met3.png
Scale: 3 px per µm.
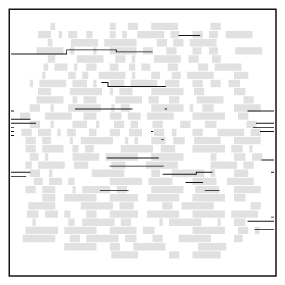
final_congestion.png
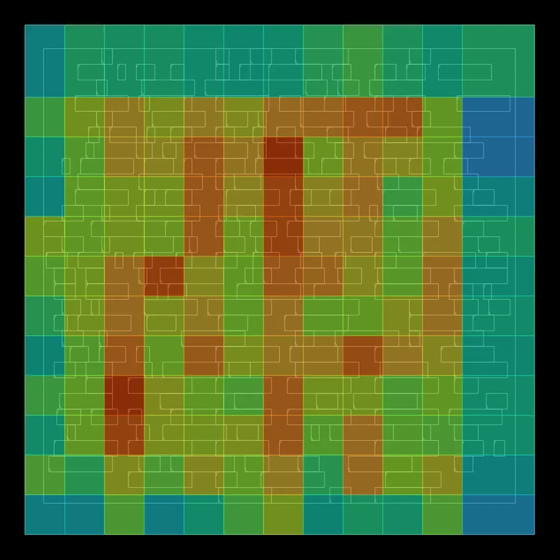
registers.png
Scale: 3 px per µm. Other sequential cells in the stronger gray, the rest of the logic in the fainter gray.
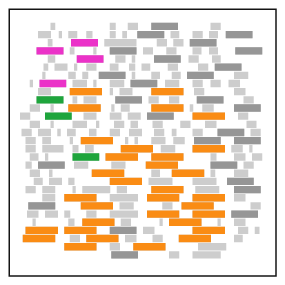
==> config.mk <==
export PLATFORM = sky130hd
export DESIGN_NAME = div_job_sequencer
export DESIGN_NICKNAME = d
export VERILOG_FILES = /design/src/rtl/div_job_sequencer.sv
export SDC_FILE = /design/constraint.sdc
export NUM_CORES = 1
export LEC_CHECK = 0
export CELL_PAD_IN_SITES_DETAIL_PLACEMENT = 2
export CELL_PAD_IN_SITES_GLOBAL_PLACEMENT = 2
export CORE_MARGIN = 3
export CORE_UTILIZATION = 40
export DETAILED_ROUTE_END_ITERATION = 12
export GPL_ROUTABILITY_DRIVEN = 0
export GPL_TIMING_DRIVEN = 0
export PLACE_DENSITY = 0.83
export SLEW_MARGIN = 15
export SYNTH_ARGS = -nofsm -noshare
export SYNTH_HDL_FRONTEND = slang
export SYNTH_SLANG_ARGS = --single-unit
export TNS_END_PERCENT = 1
==> constraint.sdc <==
create_clock -name Clock -period 5.5 [get_ports Clock]
set_input_delay 1.375 -clock Clock [delete_from_list [all_inputs] [get_ports Clock]]
set_output_delay 1.375 -clock Clock [all_outputs]
set_load 0.02 [all_outputs]
==> src/rtl/div_job_sequencer.sv <==
// div_job_sequencer: FIFO-buffered issuer for a multi-cycle divider with result capture,
// divide-by-zero flagging and a WAIT-state timeout.
module div_job_sequencer #(
    parameter int W       = 4,
    parameter int DEPTH   = 4,
    parameter int TIMEOUT = 15
) (
    input  logic                       Clock,
    input  logic                       Resetn,
    input  logic                       in_valid,
    output logic                       in_ready,
    input  logic [W-1:0]               in_dividend,
    input  logic [W-1:0]               in_divisor,
    output logic                       div_go,
    output logic [W-1:0]               div_dividend,
    output logic [W-1:0]               div_divisor,
    input  logic                       div_result_valid,
    input  logic [W-1:0]               div_quotient,
    input  logic [W-1:0]               div_remainder,
    output logic                       out_valid,
    input  logic                       out_ready,
    output logic [W-1:0]               out_quotient,
    output logic [W-1:0]               out_remainder,
    output logic                       out_div_by_zero,
    output logic                       out_error,
    output logic                       busy,
    output logic [$clog2(DEPTH):0]     fifo_count
);
    localparam int AW = $clog2(DEPTH);
    localparam int CW = AW + 1;
    localparam int TW = $clog2(TIMEOUT + 1);

    typedef enum logic [1:0] {IDLE, ISSUE, WAIT, OUT} state_t;

    state_t            state_q, state_d;
    logic [2*W-1:0]    mem_q [DEPTH];
    logic [AW-1:0]     rd_q, wr_q;
    logic [CW-1:0]     count_q;
    logic [W-1:0]      opa_q, opb_q, quo_q, rem_q;
    logic [TW-1:0]     tmo_q;
    logic              dbz_q, out_dbz_q, err_q, ov_q;
    logic              push, pop, done_ok, done_to;
    logic [W-1:0]      head_a, head_b;

    assign {head_a, head_b} = mem_q[rd_q];
    assign in_ready         = count_q != CW'(DEPTH);
    assign push             = in_valid && in_ready;
    assign pop              = state_q == ISSUE;
    assign done_ok          = state_q == WAIT && div_result_valid;
    assign done_to          = state_q == WAIT && !div_result_valid && tmo_q == TW'(TIMEOUT - 1);
    // Operands come straight from the FIFO head during ISSUE, then from the held copy.
    assign div_go           = pop;
    assign div_dividend     = pop ? head_a : opa_q;
    assign div_divisor      = pop ? head_b : opb_q;
    assign out_valid        = ov_q;
    assign out_quotient     = quo_q;
    assign out_remainder    = rem_q;
    assign out_div_by_zero  = out_dbz_q;
    assign out_error        = err_q;
    assign busy             = state_q != IDLE || count_q != '0;
    assign fifo_count       = count_q;

    always_comb begin
        state_d = state_q;
        case (state_q)
            IDLE:    if (count_q != '0) state_d = ISSUE;
            ISSUE:   state_d = WAIT;
            WAIT:    if (done_ok || done_to) state_d = OUT;
            OUT:     if (out_ready) state_d = count_q != '0 ? ISSUE : IDLE;
            default: state_d = IDLE;
        endcase
    end

    always_ff @(posedge Clock) begin
        if (push) mem_q[wr_q] <= {in_dividend, in_divisor};
    end

    always_ff @(posedge Clock or negedge Resetn) begin
        if (!Resetn) begin
            state_q   <= IDLE;
            rd_q      <= '0;
            wr_q      <= '0;
            count_q   <= '0;
            opa_q     <= '0;
            opb_q     <= '0;
            dbz_q     <= 1'b0;
            tmo_q     <= '0;
            quo_q     <= '0;
            rem_q     <= '0;
            out_dbz_q <= 1'b0;
            err_q     <= 1'b0;
            ov_q      <= 1'b0;
        end else begin
            state_q <= state_d;
            count_q <= count_q + CW'(push) - CW'(pop);
            if (push) wr_q <= wr_q + AW'(1);
            if (pop) begin
                rd_q  <= rd_q + AW'(1);
                opa_q <= head_a;
                opb_q <= head_b;
                dbz_q <= head_b == '0;
                tmo_q <= '0;
            end
            if (state_q == WAIT) tmo_q <= tmo_q + TW'(1);
            if (done_ok || done_to) begin
                quo_q     <= done_ok ? div_quotient : '0;
                rem_q     <= done_ok ? div_remainder : '0;
                out_dbz_q <= dbz_q;
                err_q     <= done_to;
                ov_q      <= 1'b1;
            end
            if (state_q == OUT && out_ready) ov_q <= 1'b0;
        end
    end
endmodule

==> deck_impl_summary.md <==
Synthesis and Place & Route Summary

Outcome
  – Status: completed

Clock tree
  – Clock buffer depth: 2
  – CTS resizes: 0
  – Clk slew on worst S/H paths: ~0.07 ns
  – Clk latency late pin: ~0.33 ns
  – Post-CTS Setup Inserts: 0
  – Cts bufs inserted: 9

Global routing
  – Largest net degree at the start of global routing: 34
  – GRT met3 Usage: 0.0549
  – Initial antenna violation count: 0
  – GR Util met1: 0.227
  – Overall routing resource usage: 0.189

Yosys
  – Aoi share: 0.0566
  – Yosys Warn Count: 0
  – And+or+nand+nor area frac: 0.0391
  – #FFs+latches synth: 65
  – Area leader share: 0.354
  – Commonest cells post-synth: dfrtp_1, edfxtp_1, inv_1
  – Avg Inst Size Synth: 16.5 µm²
  – Post-synth seq share: 0.657
  – Yosys cell count: roughly 170
  – Synth cell types: 34
  – Mux frac, synth: 0.130

Worst hold path
  – Hold Crit Start: opa_q[3]
  – Hold path depth: 1
  – Worst hold path endpoint: opa_q[3]

Setup path
  – WP data required: roughly 4.1 ns
  – Worst r2r src: fifo_count[1]
  – CP cell instances: inv_1 -> ha_1 -> clkbuf_1 -> mux2_2 -> clkdlybuf4s50_1
  – Crit path capture type: output pin
  – Count of cell instances traversed by the critical path: 5
  – Slowest cell on crit path: clkdlybuf4s50_1
  – CP bufs+invs: 3
  – RR Endpoint: fifo_count[2]
  – Top delay family on crit path: buffers and inverters
  – Setup crit end: div_dividend[1]

Die
  – Tap Cells: between 70 and 80
  – Core area: 6460 µm²
  – Floorplan Utilization: 0.421
  – Chip width: approximately 88 µm
  – Std cell rows: 29
  – Die Y: between 80 and 90 µm

Pwr
  – Cell Pwr Density: around 600 nW/µm²
  – Int Pwr: around 1.3 mW
  – Seq pwr share: 0.370
  – Pwr Total: ~2.1 mW
  – Clk network pwr share: 0.196
  – Seq pwr: 0.773 mW
  – Comb group: between 0.9 and 1 mW
  – Clk. pwr: just over 0.4 mW
  – Logic pwr share: 0.434

Placement
  – Placed Area: 3260 µm²
  – Inst Count DP: ~290
  – Pre-CTS setup slack: ~1.8 ns

Cells and area
  – Final core utilization: 0.535
  – Comb area: 841 µm²
  – Reg with most FFs: mem_q
  – Clock buffers: 13
  – Bufs w/o clock: just over 50
  – Inverters excl. clock: 16
  – Area delta synth->final: 27.3%
  – MI comb cells: 78
  – Final Cell Area: roughly 3500 µm²
  – Nets: between 200 and 300
  – Non-clk buf share: 0.137
  – Ant diodes: 0
  – Logic share of the area: 0.243

Route
  – Routed vias: 1592
  – Met2 WL post-DR: ~3800 µm
  – Final Routed Wirelength: approximately 6700 µm
  – Final ANT Viol Nets: 0

Flow run
  – OpenROAD warnings: 34

STA
  – Unrepaired setup endpoints after global routing: no
  – Tmin final: 4.08 ns
  – Skew final: 0.00756 ns
  – Setup TNS: 0 ns
  – Hold WS: around 0.51 ns
  – Relative slew slack: 0.463
  – Slew Viols, Final: 0
  – Worst Tran Pin Value: between 0.8 and 0.9 ns
  – Final worst slack: between 1 and 1.5 ns
  – Fin crit share: 0.741
  – Final setup vio count: 0
-- met3.png (at the start) --
25 nets have wire on it. The longest straight run is 19.1 µm. The wires run mostly horizontal. The layer holds 3.6% of the routed length. The layer carries 242 µm of wire.

-- final_congestion.png (at the start) --
Most Crowded Layer GR: met2
Routed wire per std cell: 22.2 µm

-- registers.png (at the start) --
`mem_q`: in orange, sequential cells 32. `tmo_q`: in magenta, sequential cells 4, where upper left. `fifo_count`: in green, sequential cells 3.
Another 26 sequential cells are not colored.

No activity file was given, so power comes from the tool's default toggle rates.
